File: src/rtl/dmem_dump_reader.sv
// Run-then-drain sequencer: holds the core in reset, lets it run for a fixed
// window, freezes it again, then streams a window of data memory out over valid/ready.
module dmem_dump_reader #(
    parameter int ADDR_W     = 10,
    parameter int DATA_W     = 32,
    parameter int RST_CYCLES = 5,
    parameter int RUN_CYCLES = 45,
    parameter int BASE_ADDR  = 0,
    parameter int DUMP_WORDS = 16
) (
    input  logic              clk,
    input  logic              reset_x,
    input  logic              start,
    output logic              core_reset_x,
    output logic              dmem_re,
    output logic [ADDR_W-1:0] dmem_addr,
    input  logic [DATA_W-1:0] dmem_rdata,
    output logic              dump_valid,
    input  logic              dump_ready,
    output logic [ADDR_W-1:0] dump_addr,
    output logic [DATA_W-1:0] dump_data,
    output logic              dump_last,
    output logic              busy,
    output logic              done
);

    typedef enum logic [2:0] {
        S_IDLE,
        S_HOLD,
        S_RUN,
        S_ISSUE,
        S_WAIT,
        S_SEND,
        S_DONE
    } state_t;

    localparam logic [31:0]       C_RST_LAST = 32'(RST_CYCLES - 1);
    localparam logic [31:0]       C_RUN_LAST = 32'(RUN_CYCLES - 1);
    localparam logic [ADDR_W:0]   C_LAST_IDX = (ADDR_W + 1)'(DUMP_WORDS - 1);
    localparam logic [ADDR_W-1:0] C_BASE     = ADDR_W'(BASE_ADDR);
    localparam bit                C_NO_RUN   = (RUN_CYCLES == 0);
    localparam bit                C_NO_DUMP  = (DUMP_WORDS == 0);

    state_t              r_state;
    logic [31:0]         r_cnt;
    logic [ADDR_W:0]     r_idx;
    logic                r_core_reset_x;
    logic                r_dmem_re;
    logic [ADDR_W-1:0]   r_dmem_addr;
    logic                r_dump_valid;
    logic [ADDR_W-1:0]   r_dump_addr;
    logic [DATA_W-1:0]   r_dump_data;
    logic                r_dump_last;
    logic                r_busy;
    logic                r_done;

    // Index is one bit wider than the address so a full-memory dump cannot wrap it;
    // the memory address itself wraps modulo 2^ADDR_W.
    logic [ADDR_W:0]     w_idx_inc;
    logic [ADDR_W-1:0]   w_addr_cur;
    logic [ADDR_W-1:0]   w_addr_inc;

    assign w_idx_inc  = r_idx + (ADDR_W + 1)'(1);
    assign w_addr_cur = C_BASE + r_idx[ADDR_W-1:0];
    assign w_addr_inc = C_BASE + w_idx_inc[ADDR_W-1:0];

    always_ff @(posedge clk or negedge reset_x) begin
        if (!reset_x) begin
            r_state        <= S_IDLE;
            r_cnt          <= '0;
            r_idx          <= '0;
            r_core_reset_x <= 1'b0;
            r_dmem_re      <= 1'b0;
            r_dmem_addr    <= '0;
            r_dump_valid   <= 1'b0;
            r_dump_addr    <= '0;
            r_dump_data    <= '0;
            r_dump_last    <= 1'b0;
            r_busy         <= 1'b0;
            r_done         <= 1'b0;
        end else begin
            case (r_state)
                S_IDLE, S_DONE: begin
                    if (start) begin
                        r_state        <= S_HOLD;
                        r_cnt          <= '0;
                        r_idx          <= '0;
                        r_core_reset_x <= 1'b0;
                        r_busy         <= 1'b1;
                        r_done         <= 1'b0;
                    end
                end
                S_HOLD: begin
                    if (r_cnt == C_RST_LAST) begin
                        r_cnt <= '0;
                        if (C_NO_RUN) begin
                            r_state     <= S_ISSUE;
                            r_dmem_re   <= ~C_NO_DUMP;
                            r_dmem_addr <= w_addr_cur;
                        end else begin
                            r_state        <= S_RUN;
                            r_core_reset_x <= 1'b1;
                        end
                    end else begin
                        r_cnt <= r_cnt + 32'd1;
                    end
                end
                S_RUN: begin
                    if (r_cnt == C_RUN_LAST) begin
                        r_cnt          <= '0;
                        r_state        <= S_ISSUE;
                        r_core_reset_x <= 1'b0;
                        r_dmem_re      <= ~C_NO_DUMP;
                        r_dmem_addr    <= w_addr_cur;
                    end else begin
                        r_cnt <= r_cnt + 32'd1;
                    end
                end
                S_ISSUE: begin
                    r_dmem_re <= 1'b0;
                    if (C_NO_DUMP) begin
                        r_state <= S_DONE;
                        r_busy  <= 1'b0;
                        r_done  <= 1'b1;
                    end else begin
                        r_state <= S_WAIT;
                    end
                end
                S_WAIT: begin
                    r_dump_data  <= dmem_rdata;
                    r_dump_addr  <= w_addr_cur;
                    r_dump_last  <= (r_idx == C_LAST_IDX);
                    r_dump_valid <= 1'b1;
                    r_state      <= S_SEND;
                end
                S_SEND: begin
                    // Word registers are only rewritten in WAIT, so they stay put while stalled.
                    if (dump_ready) begin
                        r_dump_valid <= 1'b0;
                        if (r_dump_last) begin
                            r_state <= S_DONE;
                            r_busy  <= 1'b0;
                            r_done  <= 1'b1;
                        end else begin
                            r_idx       <= w_idx_inc;
                            r_state     <= S_ISSUE;
                            r_dmem_re   <= 1'b1;
                            r_dmem_addr <= w_addr_inc;
                        end
                    end
                end
                default: r_state <= S_IDLE;
            endcase
        end
    end

    assign core_reset_x = r_core_reset_x;
    assign dmem_re      = r_dmem_re;
    assign dmem_addr    = r_dmem_addr;
    assign dump_valid   = r_dump_valid;
    assign dump_addr    = r_dump_addr;
    assign dump_data    = r_dump_data;
    assign dump_last    = r_dump_last;
    assign busy         = r_busy;
    assign done         = r_done;

endmodule

File: config.mk
export PLATFORM = sky130hd
export DESIGN_NAME = dmem_dump_reader
export DESIGN_NICKNAME = d
export VERILOG_FILES = /design/src/rtl/dmem_dump_reader.sv
export SDC_FILE = /design/constraint.sdc
export NUM_CORES = 1
export LEC_CHECK = 0
export CAP_MARGIN = 30
export CORE_UTILIZATION = 57
export DETAILED_ROUTE_END_ITERATION = 7
export GPL_TIMING_DRIVEN = 0
export PLACE_DENSITY = 0.85
export SETUP_SLACK_MARGIN = 0.4
export SYNTH_ARGS = -nofsm -noshare
export SYNTH_HDL_FRONTEND = slang
export SYNTH_SLANG_ARGS = --single-unit
File: constraint.sdc
create_clock -name clk -period 3.6 [get_ports clk]
set_input_delay 0.54 -clock clk [delete_from_list [all_inputs] [get_ports clk]]
set_output_delay 0.54 -clock clk [all_outputs]
set_load 0.01 [all_outputs]
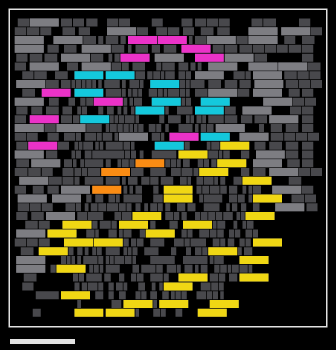
(images/registers.png)
Scale bar: 20 um. Other sequential cells in the stronger gray, the rest of the logic in the fainter gray.
[dmem_addr] magenta | flops: 10
[r_state] orange | flops: 3
[r_cnt] yellow | flops: 32
[r_idx] cyan | flops: 11

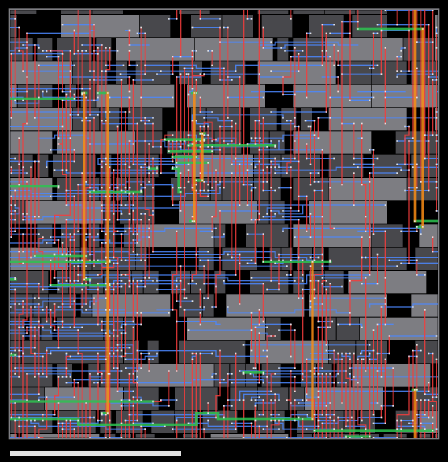
(images/zoom.png)
Scale bar: 20 um. Window x 24 to 74, y 43 to 93 um. Cells in gray, sequential cells in the stronger gray; small squares are vias.
[met2] red
[met1] blue
[met3] green
[met4] orange
cells with their middle in the window: 203
sequential cells in the window: 35
netlist names of flops here include: r_idx (11), dmem_addr (7), dump_addr (6)
most frequent: dfrtp_1 (35), nand2_1 (17), nor2_1 (15)

==> run summary <==
Detailed Routing Iterations Pass 1 - 7
Antenna diodes - 0
Hold_buf cts - 0
Syn Nets - 532
Clk_skew - 0.0113 ns
Max-area cell share - 49.9%
Slowest stage cell, crit path - o31ai_4
Slew Limit Fails - 0
Top cells by area - dfrtp_1 50%, mux2_2 9.5%, nand2_1 2.9%, o21ai_0 2.7%, a21oi_1 1.9%
Area growth syn-to-layout - 24.5%
Die Area - 0.00954 mm2
Cells after Synth - 492
Status - complete, but fails checks
Clock root buffer - clkbuf_8
Leak - 2.82 nW
Yosys chip area - 0.00522 mm2
Fmax - 0.413 GHz
CTS tree - yes
Clk_lat worst skew - 0.37 ns
Tally of unique sky130hd cells used after synthesis - 62
Die height - 97.7 um
Post_cts resized - 0
Design Power - 4.59 mW
IO buf count - 93
Global route overflow - 0
Dominant combinational family - simple AND/OR/NAND/NOR gates
First-pass GRT wire length - 20.3 mm
Vias per cell - 6.09
CP arrival - 2.69 ns
PwrDens - 706 mW/mm2
Clock transition at path regs - 0.11 ns
Yosys top cell by instances - dfrtp_1
Placed cells - 694
R2R setup slack - 1.18 ns
H-tree levels - 3
Ys flops - 104
Syn Std Cell Area - 0.00522 mm2
Yosys warning total - 0
CP max stage delay - 0.51 ns
Num CTS Buffers - 9
DRC Markers - 14
Worst slew pin tran - 0.800 ns
Number of DRC markers in iteration 0 - 222
OpenROAD warnings - 27
Class of the worst hold path - input pin to async pin
Final Wtd Congestion - 0.874
ANT nets after route - 0
Compound Share, Synth - 13.0%
Largest net degree at the start of global routing - 63
Hold_ws - 0.252 ns
Die Wd - 97.7 um
Setup TNS - 0 ns
Count of library flops with an enable pin - 0
Multiplexer area fraction after synthesis - 11.4%
Post CTS Setup Buffer Count - 0
Drt total wl - 12.4 mm
FP Rows - 34
Worst EP required - 3.87 ns
Syn avg cell area - 10.6 um2
Init Core Util - 59.3%
Failing checks - design-rule violations
CTS max path bufs - 2
Xor/xnor share - 2.66%
Ratio of cells with drive above 1 in the final layout - 15.4%
Initial antenna violation count - 0
Max-Cap Viols - 0
[state kept, by name, summed over array words and instances (netlist names)]
name,count
dump_addr,10
dump_data,32
r_idx,11
done,1
dump_last,1
core_reset_x,1
dump_valid,1
busy,1
r_state,3
dmem_re,1
r_cnt,32
dmem_addr,10
[critical path: cells and delay by family, from the launching register on]
kind	cells	cell delay [ns]
adder cells (fa/ha/maj)	1	0.15
AND/OR/NAND/NOR	2	0.48
AND-OR/OR-AND	3	0.84
buffers and inverters	2	0.40
flip-flops	1	0.45
[cell type report]
cell class	instances	area, um2
Fill cell	606	2300
Inverter	20	75.1
Multi-Input combinational cell	343	2420
Clock inverter	6	60.1
Clock buffer	10	138
Sequential cell	104	2600
Buffer	25	120
Timing Repair Buffer	94	948
Tap cell	108	135
[kinds of logic after synthesis]
logic type | Yosys count
compound gates | 103
mux | 53
buf+inv | 45
simple gates | 168
fa+ha+maj | 4
xor+xnor | 15
flops | 104
[path summary, 6_finish.rpt]
check                      cells after the start       start          to
max                                            8    r_cnt[0]   r_cnt[10]
min                                            1     reset_x   r_cnt[10]
max reg2reg                                    8    r_cnt[0]   r_cnt[10]
min reg2reg                                    1  dump_valid  dump_valid
max in group asynchronous                      2     reset_x    r_idx[2]
min in group clk                               1  dump_valid  dump_valid
[metal layers]
metal	track usage, %	wire length, um	vias to the layer above
met5	0	0	-
met4	12.9	305	0
met3	5.68	844	33
met2	43.8	6020	191
met1	33.9	5240	2116
li1	-	-	1982
[per-stage QoR]
step	cell area [um2]	utilization (%)	setup slack, ns
after floorplan	5220	-	1.61
after global placement	6290	71.4	-1.81
after detailed placement	6300	71.6	0.911
after CTS	6500	73.8	1.18
after global routing	6500	73.8	1.02
final	6500	73.8	1.18
[layout by cell type, fill, tap and decap left out, types with 11 or more instances in the layout]
master	Yosys	layout
o21ai_0	28	28
nand3_1	16	16
a21oi_1	20	20
clkbuf_1	11	11
o21ai_1	14	14
buf_2	12	12
nand4_1	14	14
or3_1	11	11
nor3_1	12	12
inv_1	19	19
nand2_1	41	41
mux2_2	44	44
nor2_1	25	25
dfrtp_1	104	104
clkdlybuf4s50_1	0	92
[power breakdown]
| group | internal (mW) | switching, mW |
|---|---|---|
| Combinational | 0.991 | 1.19 |
| Sequential | 1.46 | 0.219 |
| Clock | 0.286 | 0.437 |
No activity file was given, so power comes from the tool's default toggle rates.
